<file path="config.mk">
export PLATFORM = sky130hd
export DESIGN_NAME = osc_seq_ctrl
export DESIGN_NICKNAME = d
export VERILOG_FILES = /design/src/rtl/osc_seq_ctrl.sv
export SDC_FILE = /design/constraint.sdc
export NUM_CORES = 1
export LEC_CHECK = 0
export CAP_MARGIN = 10
export CELL_PAD_IN_SITES_DETAIL_PLACEMENT = 1
export CELL_PAD_IN_SITES_GLOBAL_PLACEMENT = 2
export CORE_UTILIZATION = 33
export CTS_BUF_LIST = sky130_fd_sc_hd__clkbuf_4 sky130_fd_sc_hd__clkbuf_8
export DETAILED_ROUTE_END_ITERATION = 8
export PLACE_DENSITY_LB_ADDON = 0.1
export SLEW_MARGIN = 10
export SYNTH_ARGS = -nofsm -noshare
export SYNTH_HDL_FRONTEND = slang
export SYNTH_SLANG_ARGS = --single-unit
</file>
<file path="constraint.sdc">
create_clock -name clk -period 3.27 [get_ports clk]
set_input_delay 0.654 -clock clk [delete_from_list [all_inputs] [get_ports clk]]
set_output_delay 0.654 -clock clk [all_outputs]
set_load 0.02 [all_outputs]
</file>
<file path="src/rtl/osc_seq_ctrl.sv">
// Sequencer for a 4-state oscillating Mealy FSM: resets it, drives a bit pattern, captures y.
// Optional shadow-state checker enabled by defining OSC_SEQ_SHADOW_EN.
module osc_seq_ctrl #(
    parameter int LEN   = 8,
    parameter int CNT_W = 4
) (
    input  logic             clk,
    input  logic             rst,
    input  logic             start,
    input  logic [LEN-1:0]   pat,
    input  logic [CNT_W-1:0] len,
    input  logic             y_in,
    output logic             a_out,
    output logic             osc_rst_n,
    output logic             busy,
    output logic             done,
    output logic [LEN-1:0]   resp,
    output logic             mismatch,
    output logic [CNT_W-1:0] err_cnt,
    output logic [1:0]       exp_state
);

    localparam logic [CNT_W-1:0] LEN_C = CNT_W'(LEN);

    typedef enum logic [1:0] {
        ST_IDLE,
        ST_INIT,
        ST_RUN,
        ST_DONE
    } state_t;

    state_t           state_reg, state_next;
    logic [LEN-1:0]   pat_reg, pat_next;
    logic [LEN-1:0]   resp_reg, resp_next;
    logic [LEN-1:0]   pat_shift;
    logic [CNT_W-1:0] len_reg, len_next;
    logic [CNT_W-1:0] idx_reg, idx_next;
    logic [CNT_W-1:0] len_clamped;
    logic             start_accept;
    logic             last_bit;
    logic             bit_val;
    logic             in_run;

    always_comb begin
        len_clamped  = (len > LEN_C) ? LEN_C : len;
        pat_shift    = pat_reg >> idx_reg;
        bit_val      = pat_shift[0];
        last_bit     = (idx_reg + CNT_W'(1)) == len_reg;
        start_accept = (state_reg == ST_IDLE) && start;
        in_run       = (state_reg == ST_RUN);
    end

    always_ff @(posedge clk or negedge rst) begin
        if (!rst) begin
            state_reg <= ST_IDLE;
            pat_reg   <= '0;
            len_reg   <= '0;
            idx_reg   <= '0;
            resp_reg  <= '0;
        end else begin
            state_reg <= state_next;
            pat_reg   <= pat_next;
            len_reg   <= len_next;
            idx_reg   <= idx_next;
            resp_reg  <= resp_next;
        end
    end

    always_comb begin
        state_next = state_reg;
        pat_next   = pat_reg;
        len_next   = len_reg;
        idx_next   = idx_reg;
        a_out      = 1'b0;
        osc_rst_n  = 1'b1;
        busy       = 1'b0;
        done       = 1'b0;
        case (state_reg)
            ST_IDLE: begin
                if (start) begin
                    pat_next   = pat;
                    len_next   = len_clamped;
                    state_next = ST_INIT;
                end
            end
            ST_INIT: begin
                busy       = 1'b1;
                osc_rst_n  = 1'b0;
                idx_next   = '0;
                state_next = (len_reg == '0) ? ST_DONE : ST_RUN;
            end
            ST_RUN: begin
                busy     = 1'b1;
                a_out    = bit_val;
                idx_next = idx_reg + CNT_W'(1);
                if (last_bit) begin
                    state_next = ST_DONE;
                end
            end
            ST_DONE: begin
                busy       = 1'b1;
                done       = 1'b1;
                state_next = ST_IDLE;
            end
            default: state_next = ST_IDLE;
        endcase
    end

    // Each bit is written exactly once per run, on the cycle its index is driven.
    for (genvar gi = 0; gi < LEN; gi++) begin : g_resp
        assign resp_next[gi] = start_accept ? 1'b0 :
                               (in_run && (idx_reg == CNT_W'(gi))) ? y_in :
                               resp_reg[gi];
    end

    assign resp = resp_reg;

`ifdef OSC_SEQ_SHADOW_EN
    logic [1:0]       exp_reg, exp_next;
    logic             mis_reg, mis_next;
    logic [CNT_W-1:0] err_reg, err_next;

    always_ff @(posedge clk or negedge rst) begin
        if (!rst) begin
            exp_reg <= 2'd0;
            mis_reg <= 1'b0;
            err_reg <= '0;
        end else begin
            exp_reg <= exp_next;
            mis_reg <= mis_next;
            err_reg <= err_next;
        end
    end

    always_comb begin
        exp_next = exp_reg;
        mis_next = mis_reg;
        err_next = err_reg;
        if (start_accept) begin
            mis_next = 1'b0;
            err_next = '0;
        end
        if (state_reg == ST_INIT) begin
            exp_next = 2'd0;
        end
        if (in_run) begin
            case (exp_reg)
                2'd0:    exp_next = bit_val ? 2'd2 : 2'd1;
                2'd1:    exp_next = bit_val ? 2'd3 : 2'd0;
                2'd2:    exp_next = bit_val ? 2'd0 : 2'd3;
                default: exp_next = bit_val ? 2'd1 : 2'd2;
            endcase
            // The oscillator's y mirrors A in every state.
            if (y_in != bit_val) begin
                mis_next = 1'b1;
                err_next = err_reg + CNT_W'(1);
            end
        end
    end

    assign exp_state = exp_reg;
    assign mismatch  = mis_reg;
    assign err_cnt   = err_reg;
`else
    assign exp_state = 2'd0;
    assign mismatch  = 1'b0;
    assign err_cnt   = '0;
`endif

endmodule
</file>
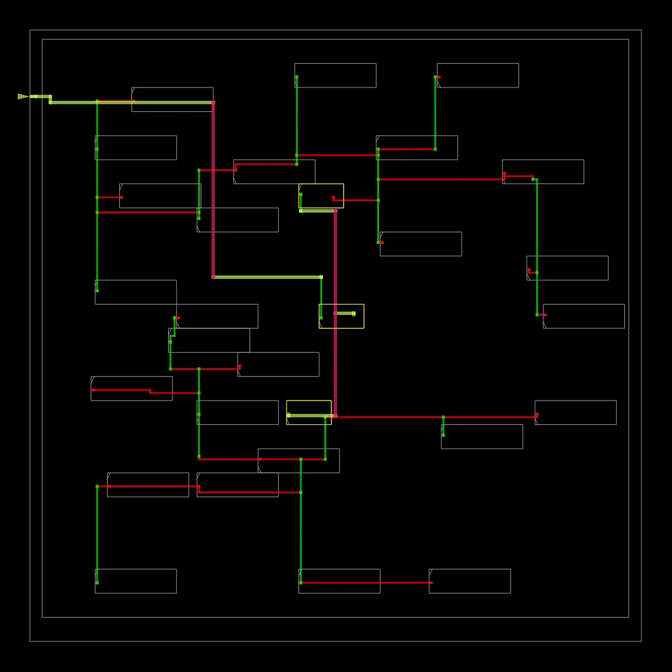
(clock nets)
clock group power: 186 µW
Worst Skew: 3.86 ps
Inserted Clock Buffers: 3
CTS sink cnt: 26
flop count: 26

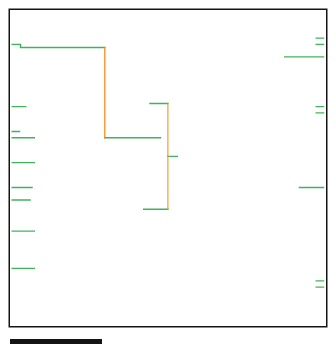
(metal layers overlaid)
The bar under the picture is 20 µm long. Only two layers are drawn.
[metal 3] green | wire length: 100 µm
[metal 4] orange | wire length: 42.8 µm

==> qor.csv <==
metric,value,unit
cts_max_path_buffers,2,
cts_root_buf,clkbuf_8,
track_usage,14.0,%
numSynthFlops,26,
synth.distinct_cells,28,
yosysCellCount,158,
die_height,69.1,µm
fmaxAchievable,346,MHz
fp.dieW,69.1,µm
n_fill_cell,502,
via_per_inst,4.71,
dp_hpwl,2290,µm
drv_cap,0,
fin_crit,2890,ps
comb_power_share,48.6,%
syn-mean-instance-area,9.39,µm²
edf_count,0,
async_flop_share,100,%
grt_pass1_vias,1149,
finalMaxSlewViolations,0,
grt_max_degree,27,
area_leaders,"dfrtp_1, nand2_1, ha_1, mux2i_1, buf_4",
finalSetupTns,0,ps
hold_viol,0,
grt_first_pass_wirelength,5420,µm
crit_path_end_kind,primary output,
crit_type,flop to primary output,
dieArea,0.00477,mm²
drc,0,
row_count,24,
hold_class,flop to flop,
nNetsFinal,207,
fp_util,34.3,%
synthesis.area,0.00148,mm²
antenna_found_initial,0,
setup_viol,0,
postCtsSetupRepairBufs,0,
grt_setup_unrepaired,no,
grt_overflow_total,0,
yosysSeqAreaShare,43.8,%
cts_htree_levels,1,
worstMarginPinSlew,756,ps
cts.hold.buffers_added,0,
total_power,1.39,mW
final_layout_size_suffix_gt1_share,3.33,%
p_switching,569,µW
portBuffers,27,
cp-start-kind,flop,
cp_data_arrival_time,2230,ps
diodes,0,
ios,35,
synthTopCellsByCount,"nand2_1, dfrtp_1",
slew-limit-headroom,49.6,%
clock_latency,270,ps
drt_first_pass_iters,4,
ant_nets,0,
drt_iter0_drc,41,
peakVddDrop,0.213,mV
num_vias,1092,
p_leak,0.867,nW
core_area,0.00432,mm²
synth_top_area_share,43.8,%
warnings,33,
outcome,"finished, final reports clean",
place.gp.congestion,0.760,
wl_per_cell,13.4,µm
syn-instance-count,158,
intPower,822,µW
p_clk_share,13.4,%
yosys.area.top_type,dfrtp_1,
ys_area,0.00148,mm²
cts_tree,done,
ctsResizeCount,0,
finalClockPeriodUsage,88.3,%
cp_max_fo,13,
p_sw_share,40.9,%
worstPathRequired,2620,ps
metrics by stage:
stage               cell area (µm²)  hold slack [ps]  setup WS (ps)  utilization, %  std cells
floorplan                      1510              358           1150               -        164
global placement               1750              457            736            40.6        229
detailed placement             1750              460            674            40.6        229
CTS                            1800              484            354            41.5        232
global route                   1800              496            229            41.5        232
finish                         1800              475            383            41.5        232
path summary, 6_finish.rpt:
| kind | cells after the start | slack (ps) | to | start |
|---|---|---|---|---|
| max in group asynchronous | 2 | 2270 | len_reg[1]$_DFFE_PN0P_ | rst |
| hold reg to reg | 2 | 470 | pat_reg[2]$_DFFE_PN0P_ | pat_reg[2]$_DFFE_PN0P_ |
| setup reg to reg | 6 | 1350 | state_reg[1]$_DFFE_PN0P_ | idx_reg[0]$_DFFE_PN0P_ |
| setup / recovery | 5 | 380 | a_out | state_reg[0]$_DFFE_PN0P_ |
| hold / removal | 2 | 470 | pat_reg[2]$_DFFE_PN0P_ | pat_reg[2]$_DFFE_PN0P_ |
| min in group asynchronous | 2 | 750 | resp[7]$_DFFE_PN0P_ | rst |
routing by layer:
layer	vias to the layer above	wire length, µm	global-route usage, %
met3	5	100	2.34
li1	543	-	-
met5	-	0	0
met4	0	42	4.76
met1	524	1520	18.8
met2	20	1440	22.9
power groups by stage:
stage,logic (mW),clock network (mW),registers [mW]
finish,0.677,0.186,0.528
global placement,0.665,0,0.531
detailed placement,0.682,0,0.538
floorplan,0.455,0,0.539
CTS,0.687,0.193,0.531
global route,0.766,0.204,0.547
cell families after synthesis:
kind of cell | after synthesis | synth area share [%]
simple gates | 70 | 21.2
flops | 26 | 43.8
buf+inv | 24 | 8.68
mux | 13 | 11.1
fa+ha+maj | 9 | 7.59
compound gates | 9 | 3.79
xor+xnor | 6 | 3.54
other cells | 1 | 0.253
cell usage in the layout (no fill, tap or decap):
cell	synthesis	final
nand2_1	39	39
clkdlybuf4s50_1	0	27
dfrtp_1	26	26
inv_1	9	9
mux2i_1	9	9
nor2_1	9	9
ha_1	9	9
nand3_1	7	7
conb_1	1	7
nor3_1	5	5
o21ai_0	4	4
xnor2_1	4	4
nand3b_1	4	4
clkbuf_8	0	3
mux4_1	2	2
a21oi_1	2	2
nor2b_1	2	2
xor2_1	2	2
mux2_1	2	2
or4_1	1	1
o31ai_1	1	1
nor3_2	1	1
a31oi_2	1	1
and2_1	1	1
nor3b_1	1	1
o22ai_1	1	1
buf_4	8	1
worst max-delay path, stage by stage, from the launching register on:
cell             delay (ps)
dfrtp_1                 420
inv_1                   150
ha_1                    460
inv_1                   110
nor3_1                  200
clkdlybuf4s50_1         630
cell type report:
cell class | instances | area (µm²) | area share, %
multi-input cells | 114 | 727 | 40.5
flip-flops and latches | 26 | 651 | 36.2
repair buffers | 28 | 278 | 15.5
well taps | 52 | 65.1 | 3.62
clock buffers | 3 | 41.3 | 2.30
inverters | 9 | 33.8 | 1.88
Power is estimated from default activity; no workload was simulated.
